`config.mk`:
```
export PLATFORM = sky130hd
export DESIGN_NAME = serial_addsub_flat
export DESIGN_NICKNAME = d
export VERILOG_FILES = /design/src/rtl/serial_addsub_if.sv /design/src/rtl/serial_addsub.sv /design/src/flat_wrapper.sv
export SDC_FILE = /design/constraint.sdc
export NUM_CORES = 1
export LEC_CHECK = 0
export ABC_AREA = 1
export CAP_MARGIN = 20
export CORE_MARGIN = 2
export CORE_UTILIZATION = 45
export DETAILED_ROUTE_END_ITERATION = 10
export PLACE_DENSITY_LB_ADDON = 0.1
export SYNTH_ARGS = -nofsm -noshare
export SYNTH_HDL_FRONTEND = slang
export SYNTH_SLANG_ARGS = --single-unit
```
`constraint.sdc`:
```
create_clock -name clk -period 1.77 [get_ports clk]
set_clock_uncertainty 0.05 [all_clocks]
set_input_delay 0.2655 -clock clk [delete_from_list [all_inputs] [get_ports clk]]
set_output_delay 0.2655 -clock clk [all_outputs]
set_load 0.1 [all_outputs]
```
`src/rtl/serial_addsub_if.sv`:
```
// serial_addsub_if: request/response bundle for the bit-serial adder/subtractor.
// master drives the operation request, slave returns status and results.
interface serial_addsub_if #(
  parameter int WIDTH = 8
);
  logic             start;
  logic             sub;
  logic [WIDTH-1:0] a;
  logic [WIDTH-1:0] b;
  logic             busy;
  logic             done;
  logic [WIDTH-1:0] result;
  logic             carryout;
  logic             overflow;
  logic             zero;

  modport master (
    output start, sub, a, b,
    input  busy, done, result, carryout, overflow, zero
  );

  modport slave (
    input  start, sub, a, b,
    output busy, done, result, carryout, overflow, zero
  );
endinterface

```
`src/rtl/serial_addsub.sv`:
```
// serial_addsub: bit-serial two's-complement adder/subtractor, one bit per clock.
// IDLE -> SHIFT (WIDTH cycles) -> DONE (1 cycle) -> IDLE.
module serial_addsub #(
  parameter int WIDTH = 8
) (
  input  logic          clk,
  input  logic          reset_n,
  serial_addsub_if.slave io
);

  localparam int CW = $clog2(WIDTH + 1);

  typedef enum logic [1:0] {
    IDLE  = 2'd0,
    SHIFT = 2'd1,
    DONE  = 2'd2
  } state_e;

  state_e           state_q, state_d;
  logic [WIDTH-1:0] a_q, a_d;
  logic [WIDTH-1:0] b_q, b_d;
  logic [WIDTH-1:0] res_q, res_d;
  logic             c_q, c_d;
  logic             ovf_q, ovf_d;
  logic [CW-1:0]    cnt_q, cnt_d;

  logic sum;
  logic cout;
  logic last;
  logic accept;

  // One full-adder slice on the operand LSBs
  always_comb begin
    sum  = a_q[0] ^ b_q[0] ^ c_q;
    cout = (a_q[0] & b_q[0]) | (c_q & (a_q[0] ^ b_q[0]));
  end

  assign last   = (cnt_q == CW'(WIDTH - 1));
  assign accept = (state_q == IDLE) && io.start;

  // State register
  always_ff @(posedge clk or negedge reset_n) begin
    if (!reset_n) state_q <= IDLE;
    else          state_q <= state_d;
  end

  // Next-state logic
  always_comb begin
    state_d = state_q;
    unique case (1'b1)
      (state_q == IDLE):  if (io.start) state_d = SHIFT;
      (state_q == SHIFT): if (last)     state_d = DONE;
      (state_q == DONE):  state_d = IDLE;
      default:            state_d = IDLE;
    endcase
  end

  // Status outputs decoded from state
  always_comb begin
    io.busy = (state_q == SHIFT);
    io.done = (state_q == DONE);
  end

  // Datapath next state: load on accept, shift one bit per SHIFT cycle
  always_comb begin
    a_d   = a_q;
    b_d   = b_q;
    res_d = res_q;
    c_d   = c_q;
    ovf_d = ovf_q;
    cnt_d = cnt_q;
    if (accept) begin
      a_d   = io.a;
      b_d   = io.sub ? ~io.b : io.b;
      c_d   = io.sub;
      ovf_d = 1'b0;
      cnt_d = '0;
    end else if (state_q == SHIFT) begin
      a_d   = a_q >> 1;
      b_d   = b_q >> 1;
      res_d = {sum, res_q[WIDTH-1:1]};
      c_d   = cout;
      cnt_d = cnt_q + CW'(1);
      // Carry into the MSB slice vs carry out of it
      if (last) ovf_d = c_q ^ cout;
    end
  end

  // Datapath registers
  always_ff @(posedge clk or negedge reset_n) begin
    if (!reset_n) begin
      a_q   <= '0;
      b_q   <= '0;
      res_q <= '0;
      c_q   <= 1'b0;
      ovf_q <= 1'b0;
      cnt_q <= '0;
    end else begin
      a_q   <= a_d;
      b_q   <= b_d;
      res_q <= res_d;
      c_q   <= c_d;
      ovf_q <= ovf_d;
      cnt_q <= cnt_d;
    end
  end

  // Result outputs straight from the registers
  always_comb begin
    io.result   = res_q;
    io.carryout = c_q;
    io.overflow = ovf_q;
    io.zero     = ~|res_q;
  end

endmodule
```
`src/flat_wrapper.sv`:
```
// flat-port wrapper written by rule: the top's interface ports become plain ports
module serial_addsub_flat 
#(
  parameter int WIDTH = 8
)
  (clk, reset_n, io_start, io_sub, io_a, io_b, io_busy, io_done, io_result, io_carryout, io_overflow, io_zero);
  serial_addsub_if #(.WIDTH(WIDTH)) io_i ();
  input  logic clk;
  input  logic reset_n;
  input wire logic [$bits(io_i.start)-1:0] io_start;
  input wire logic [$bits(io_i.sub)-1:0] io_sub;
  input wire logic [$bits(io_i.a)-1:0] io_a;
  input wire logic [$bits(io_i.b)-1:0] io_b;
  output wire logic [$bits(io_i.busy)-1:0] io_busy;
  output wire logic [$bits(io_i.done)-1:0] io_done;
  output wire logic [$bits(io_i.result)-1:0] io_result;
  output wire logic [$bits(io_i.carryout)-1:0] io_carryout;
  output wire logic [$bits(io_i.overflow)-1:0] io_overflow;
  output wire logic [$bits(io_i.zero)-1:0] io_zero;
  assign io_i.start = io_start;
  assign io_i.sub = io_sub;
  assign io_i.a = io_a;
  assign io_i.b = io_b;
  assign io_busy = io_i.busy;
  assign io_done = io_i.done;
  assign io_result = io_i.result;
  assign io_carryout = io_i.carryout;
  assign io_overflow = io_i.overflow;
  assign io_zero = io_i.zero;
  serial_addsub #(.WIDTH(WIDTH)) u_core (.clk(clk), .reset_n(reset_n), .io(io_i));
endmodule
```
### Cell classes on the final placement

Scale bar: 20 um. Fill, decap, tap and diode cells in gray.
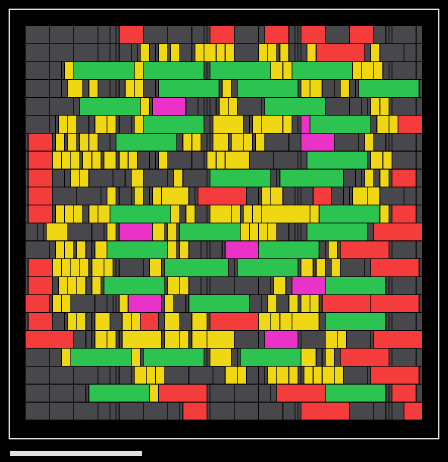
class	color	cells	share of their area
registers	green	32	36%
clock drivers and dummy loads	magenta	8	4.5%
remaining logic cells	yellow	174	36%
remaining buffers and delay cells	red	37	23%
CORE AREA: 3610 um^2
final core utilization: 63.0%
row count: 22

### Sequential cells colored by netlist name

Scale bar: 20 um. Other sequential cells in the stronger gray, the rest of the logic in the fainter gray.
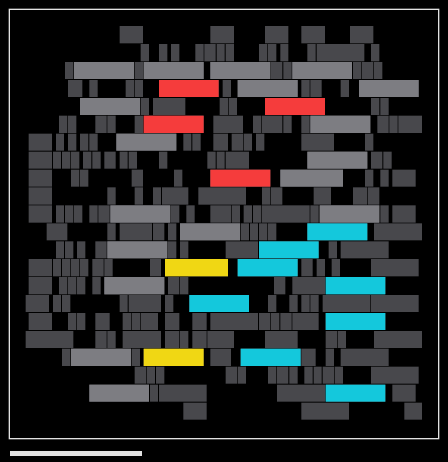
signal	color	placed flops
`u_core.cnt_q`	red	4
`u_core.io.result`	cyan	8
`u_core.state_q`	yellow	2
not colored	18
seq pwr: 1360 uW
FF+latch area: 803 um^2

==> flow_summary.ini <==
; synthesis and place-and-route metrics
[outcome]
status = completed

[setup_path]
crit_buf_inv = 2
worst_setup_path_start_kind = register
startpoint = u_core.state_q[0]
r2r_start = u_core.io.carryout
r2r-end = u_core.io.overflow
crit_chain = inv_6, nor2_4, buf_12

[synthesis]
synthTopCellsByArea = dfrtp_1 48%, nand2_1 23%, buf_6 4.7%, nand3_1 4.5%, inv_1 4.0%
synth_cell_types = 22
synthCells = 214
xor_share_pct = 0.524
ys_sh_simple_pct = 33.9

[cts]
clk_pin_slew_ps = 70
cts_hold_buf = 0
htreeDepth = 2
clock_latency_ps = 280

[floorplanning]
ioPinCount = 33
die_y_um = 65.0

[cells_and_area]
layout-drive-gt1-share_pct = 17.1
fillerInstances = 319
layout.cells.most_common = nand2_1

[global_routing]
grt_max_degree = 33
top_usage_layer = met2
grt_use_met1_pct = 22.8
grt_antenna_before_repair = 0
grtUsageTotal_pct = 18.1

[sta]
tightest_slew_ps = 400
finalMaxSlewViolations = 0
setup_tns_ps = 0
fin_crit_ps = 1630
finalHoldViolCount = 0

[route]
antenna_left = 0
initialDrtViolationCount = 75
wl_per_cell_um = 10.8
dr.max_layer_used = met4

[placement]
portBuffers = 32
dp.cells = 291

[power]
peakVddDrop_v = 0.000702
p_leak_uw = 0.00115
intPower_uw = 2330
p_seq_share_pct = 30.0
==> power groups by stage <==
stage / combinational, uW / sequential (uW) / clock [uW]
final: 2540 / 1360 / 620
after floorplan: 1130 / 1970 / 0
after global routing: 2750 / 1410 / 661
after CTS: 2570 / 1360 / 632
after detailed placement: 2570 / 1370 / 0
after global placement: 2540 / 1360 / 0
==> area by class of cell <==
class	count	area [um^2]	area share, %
Clock buffer	8	100	4.40
Inverter	20	80.1	3.52
Multi-Input combinational cell	154	717	31.5
Sequential cell	32	803	35.3
Tap cell	48	60.1	2.64
Timing Repair Buffer	37	513	22.6
==> state kept, by name, summed over array words and instances, names as in the netlist <==
signal / cells
u_core.a_q: 8
u_core.b_q: 8
u_core.cnt_q: 4
u_core.io.carryout: 1
u_core.io.overflow: 1
u_core.io.result: 8
u_core.state_q: 2
Power figures rest on the tool's default switching activity, not on a simulated workload.
